`config.mk`:
```
export PLATFORM = sky130hd
export DESIGN_NAME = count_ctrl
export DESIGN_NICKNAME = d
export VERILOG_FILES = /design/src/rtl/count_ctrl.sv
export SDC_FILE = /design/constraint.sdc
export NUM_CORES = 1
export LEC_CHECK = 0
export CAP_MARGIN = 20
export CORE_ASPECT_RATIO = 1.4
export CORE_MARGIN = 5
export CORE_UTILIZATION = 43
export DETAILED_ROUTE_END_ITERATION = 16
export GPL_ROUTABILITY_DRIVEN = 0
export GPL_TIMING_DRIVEN = 0
export HOLD_SLACK_MARGIN = 0.1
export MAX_ROUTING_LAYER = met4
export PLACE_DENSITY = 0.68
export SLEW_MARGIN = 15
export SYNTH_ARGS = -nofsm -noshare
export SYNTH_HDL_FRONTEND = slang
export SYNTH_SLANG_ARGS = --single-unit
```
`constraint.sdc`:
```
create_clock -name clk -period 4.05 [get_ports clk]
set_input_delay 0.405 -clock clk [delete_from_list [all_inputs] [get_ports clk]]
set_output_delay 0.405 -clock clk [all_outputs]
set_load 0.05 [all_outputs]
```
`src/rtl/count_ctrl.sv`:
```
// count_ctrl: run/pause/clear sequencer for an external 8-bit up-counter.
// Conditions two push-buttons, prescales clk into count ticks, and stops
// the counter once the fed-back value reaches LIMIT.
module count_ctrl #(
  parameter int          DIV   = 50_000_000,
  parameter logic [7:0]  LIMIT = 8'hFF
) (
  input  logic       clk,
  input  logic       clr,
  input  logic       key_go,
  input  logic       key_zero,
  input  logic [7:0] cnt_q,
  output logic       cnt_en,
  output logic       cnt_clr_n,
  output logic       running,
  output logic       paused,
  output logic       done
);

  localparam int             DW      = $clog2(DIV);
  localparam logic [DW-1:0]  DIV_MAX = DW'(DIV - 1);
  localparam logic [7:0]     LIM_M1  = LIMIT - 8'd1;

  typedef enum logic [2:0] {S_ZERO, S_IDLE, S_RUN, S_PAUSE, S_DONE} state_t;

  // Key conditioning lanes: bit 0 = go, bit 1 = zero
  logic [1:0] r_sync1, r_sync2, r_dly, r_pulse;
  logic       w_go_p, w_zero_p;

  state_t        r_state, w_nxt;
  logic [DW-1:0] r_div, w_div_nxt;
  logic          w_tick;

  // 2-FF synchroniser followed by a registered rising-edge detector
  always_ff @(posedge clk) begin
    if (clr) begin
      r_sync1 <= '0;
      r_sync2 <= '0;
      r_dly   <= '0;
      r_pulse <= '0;
    end else begin
      r_sync1 <= {key_zero, key_go};
      r_sync2 <= r_sync1;
      r_dly   <= r_sync2;
      r_pulse <= r_sync2 & ~r_dly;
    end
  end

  assign w_go_p   = r_pulse[0];
  assign w_zero_p = r_pulse[1];

  // Tick cycle is the RUN cycle in which the prescaler wraps
  assign w_tick = (r_state == S_RUN) && (r_div == DIV_MAX);

  // State and prescaler registers
  always_ff @(posedge clk) begin
    if (clr) begin
      r_state <= S_ZERO;
      r_div   <= '0;
    end else begin
      r_state <= w_nxt;
      r_div   <= w_div_nxt;
    end
  end

  // Next-state logic; zero press outranks everything, terminal count outranks go
  always_comb begin
    w_nxt = r_state;
    if (w_zero_p) begin
      w_nxt = S_ZERO;
    end else begin
      case (r_state)
        S_ZERO:  w_nxt = S_IDLE;
        S_IDLE:  if (w_go_p) w_nxt = (cnt_q < LIMIT) ? S_RUN : S_DONE;
        S_RUN: begin
          if (w_tick && (cnt_q == LIM_M1)) w_nxt = S_DONE;
          else if (w_go_p)                 w_nxt = S_PAUSE;
        end
        S_PAUSE: if (w_go_p) w_nxt = S_RUN;
        S_DONE:  w_nxt = S_DONE;
        default: w_nxt = S_ZERO;
      endcase
    end
  end

  // Prescaler: counts in RUN, holds in PAUSE, cleared on entry to any other state
  always_comb begin
    w_div_nxt = r_div;
    if (w_nxt == S_ZERO || w_nxt == S_IDLE || w_nxt == S_DONE)
      w_div_nxt = '0;
    else if (r_state == S_RUN)
      w_div_nxt = w_tick ? '0 : r_div + DW'(1);
  end

  // Output decode from registered state
  always_comb begin
    cnt_clr_n = (r_state != S_ZERO);
    running   = (r_state == S_RUN);
    paused    = (r_state == S_PAUSE);
    done      = (r_state == S_DONE);
    cnt_en    = w_tick;
  end

endmodule

```
==> reports/summary.rpt <==
RUN STATUS
------------------------------------------------------------------------------
Run status ...................................................... finished, final reports clean

CLOCK NETWORK
------------------------------------------------------------------------------
Number of buffers added by the clock tree synthesis step ........            5
Clk latency late pin ............................................      0.29 ns
CTS tree ........................................................          yes
Resize count post-CTS ...........................................            0
Clock sink total ................................................           37
Buffer count from post-CTS setup fixing .........................            0
CTS hold repair buffers .........................................            0
Max Buffers Root-to-Sink ........................................            2

CELLS AND AREA
------------------------------------------------------------------------------
Seq area share ..................................................        0.340
Count of inserted antenna diode cells ...........................            0
Buffer count excluding the clock tree in the final layout .......           28
Final non-clock buffer share ....................................       0.0995
Count of nets after finishing ...................................          249
Utilization of the core after routing ...........................        0.518
Comb/total area .................................................        0.471
Cell Count, Final, Fillers Out ..................................          282
Area fraction of clock buffers and clock inverters ..............       0.0529
Largest registers ............................................... r_div: 26 flops, r_state: 3 flops
Reg with most FFs ...............................................        r_div
CLK BUF .........................................................            5
Count of non-CTS inverters in the layout ........................            6
Highest-count logic cell in the final layout .................... sky130_fd_sc_hd__dfxtp_1

CRITICAL PATH
------------------------------------------------------------------------------
Stage delay of the slowest cell on the critical path ............      0.84 ns
Worst reg2reg path startpoint ...................................   r_state[1]
Worst setup path endpoint .......................................       cnt_en
Data required time at the worst endpoint ........................      3.64 ns
Cells on worst reg2reg path .....................................            7
Crit. End Element ...............................................  output port
Launching element type of the critical path .....................    flip-flop
Origin of the worst setup path ..................................   r_state[1]
Cell repeated most along the worst path ......................... sky130_fd_sc_hd__buf_2
Flop-to-flop setup slack ........................................      1.51 ns
Crit-path cells ................................................. or3b_1, buf_2, or4_4, buf_6, nor3_1, buf_2, clkdlybuf4s50_1
Crit path max-delay cell type ................................... sky130_fd_sc_hd__clkdlybuf4s50_1
Data arrival time of the worst path .............................      3.43 ns
Family with the most delay on the worst path .................... buffers and inverters

SYNTH
------------------------------------------------------------------------------
Seq/Total Area, Yosys ...........................................        0.402
Number of different library cells in the post-synthesis netlist .           38
Number of nets produced by synthesis ............................          226
Most area-consuming cells after synthesis ....................... sky130_fd_sc_hd__dfxtp_1 (40%), sky130_fd_sc_hd__nor3_1 (4.9%), sky130_fd_sc_hd__a211oi_1 (4.5%)
Flip-flops with a built-in enable ...............................            0
Warning count from the yosys run ................................            0
Synthesized area divided by synthesized cell count ..............     8.66 µm²
Simple-Gate Fraction of Synth Area ..............................        0.368
Xor/xnor cell area share of the yosys netlist ...................       0.0475
Area figure in the yosys stat output ............................     1840 µm²
Number of instances in the synthesized netlist ..................          213
Area fraction in compound gates after synthesis .................        0.134
Portion of netlist area occupied by mux cells ...................            0
Post-synthesis cell type with the largest instance count ........ sky130_fd_sc_hd__dfxtp_1

PWR
------------------------------------------------------------------------------
Static Leakage ..................................................     0.601 nW
Part of the total power dissipated in combinational logic .......        0.040
Biggest power consumer among the groups .........................    registers
Power in the clock group ........................................     0.324 mW

STA
------------------------------------------------------------------------------
Fin. max-slew vios ..............................................            0
Setup total negative slack ......................................         0 ns
Final number of setup-violating endpoints .......................            0
Count of endpoints failing hold in the final timing report ......            0
Fin Hold WS .....................................................     0.390 ns
Final Cycle Share ...............................................        0.948
Setup ws final ..................................................     0.211 ns
Unrepaired setup endpoints after global routing .................        false
Worst Tran Pin Value ............................................     0.539 ns

GLOBAL ROUTING
------------------------------------------------------------------------------
Aggregate global routing overflow ...............................            0
Wire length of the first global-routing pass ....................      7660 µm
Total global-route track usage ..................................        0.175
Pin count of the biggest net entering global routing ............           14
Initial antenna violation count .................................            0

DRT
------------------------------------------------------------------------------
Sum of met3 wire segment lengths after detailed routing .........       143 µm
TritonRoute pass-1 iters ........................................            4
Average detailed-routed wire length per instance ................      15.2 µm
Routed length on met1 ...........................................      1850 µm
DRC violations left .............................................            0

HOLD PATH
------------------------------------------------------------------------------
Type of the most critical hold path .............................   reg -> reg
Critical hold path startpoint ...................................     r_dly[1]
Hold EP .........................................................   r_pulse[1]

JOB
------------------------------------------------------------------------------
Maximum Capacitance Violations ..................................            0
Stage-log warning count .........................................           26

FLOORPLANNING
------------------------------------------------------------------------------
Count of standard-cell rows .....................................           28

PLACE
------------------------------------------------------------------------------
Port-buffer cells ...............................................           16

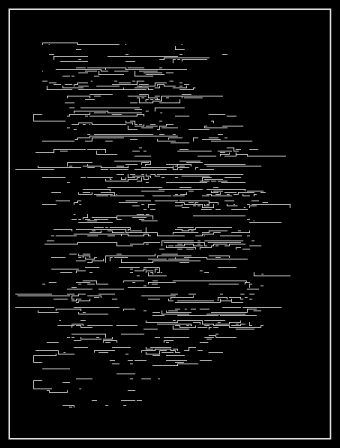
**Above:** M1 wires.
main direction = horizontal
nets with wire on the layer = 231
wire length on this layer = 1850 µm

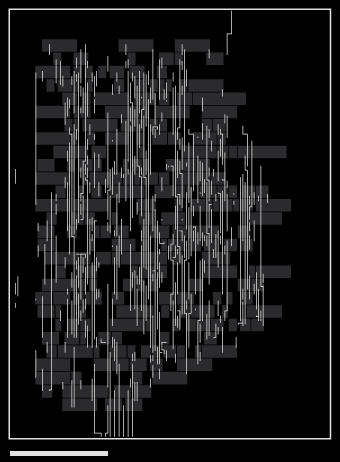
**Above:** met2 routing.
The bar under the picture is 20 µm long. Cells faint in the background.
wire length on this layer = 2230 µm
main direction = vertical
Vias: 1707
global routing usage on met2: 0.305

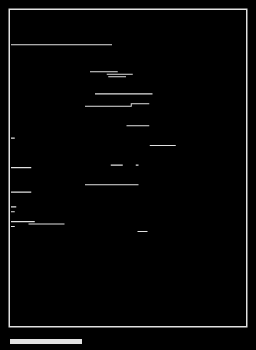
**Above:** metal 3.
The bar under the picture is 20 µm long.
nets with wire on the layer = 16
main direction = horizontal
met3 Track Usage GR: 0.0349
total wirelength of the detailed-routed design: 4290 µm

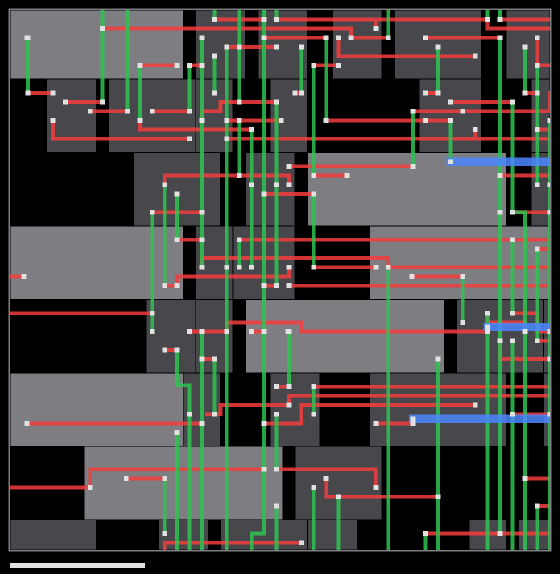
**Above:** zoomed window.
The bar under the picture is 5 µm long. Window x 6 to 26, y 56 to 76 µm. Cells in grey, sequential cells in the stronger grey; small squares are vias.
met3 -> blue
met2 -> green
met1 -> red
most frequent = dfxtp_1 (7), nor3_1 (6), xnor2_1 (4)
cells with their middle in the window = 28
netlist names of flops here include = r_div (6), r_state (1)
sequential cells in the window = 7

No activity file was given, so power comes from the tool's default toggle rates.
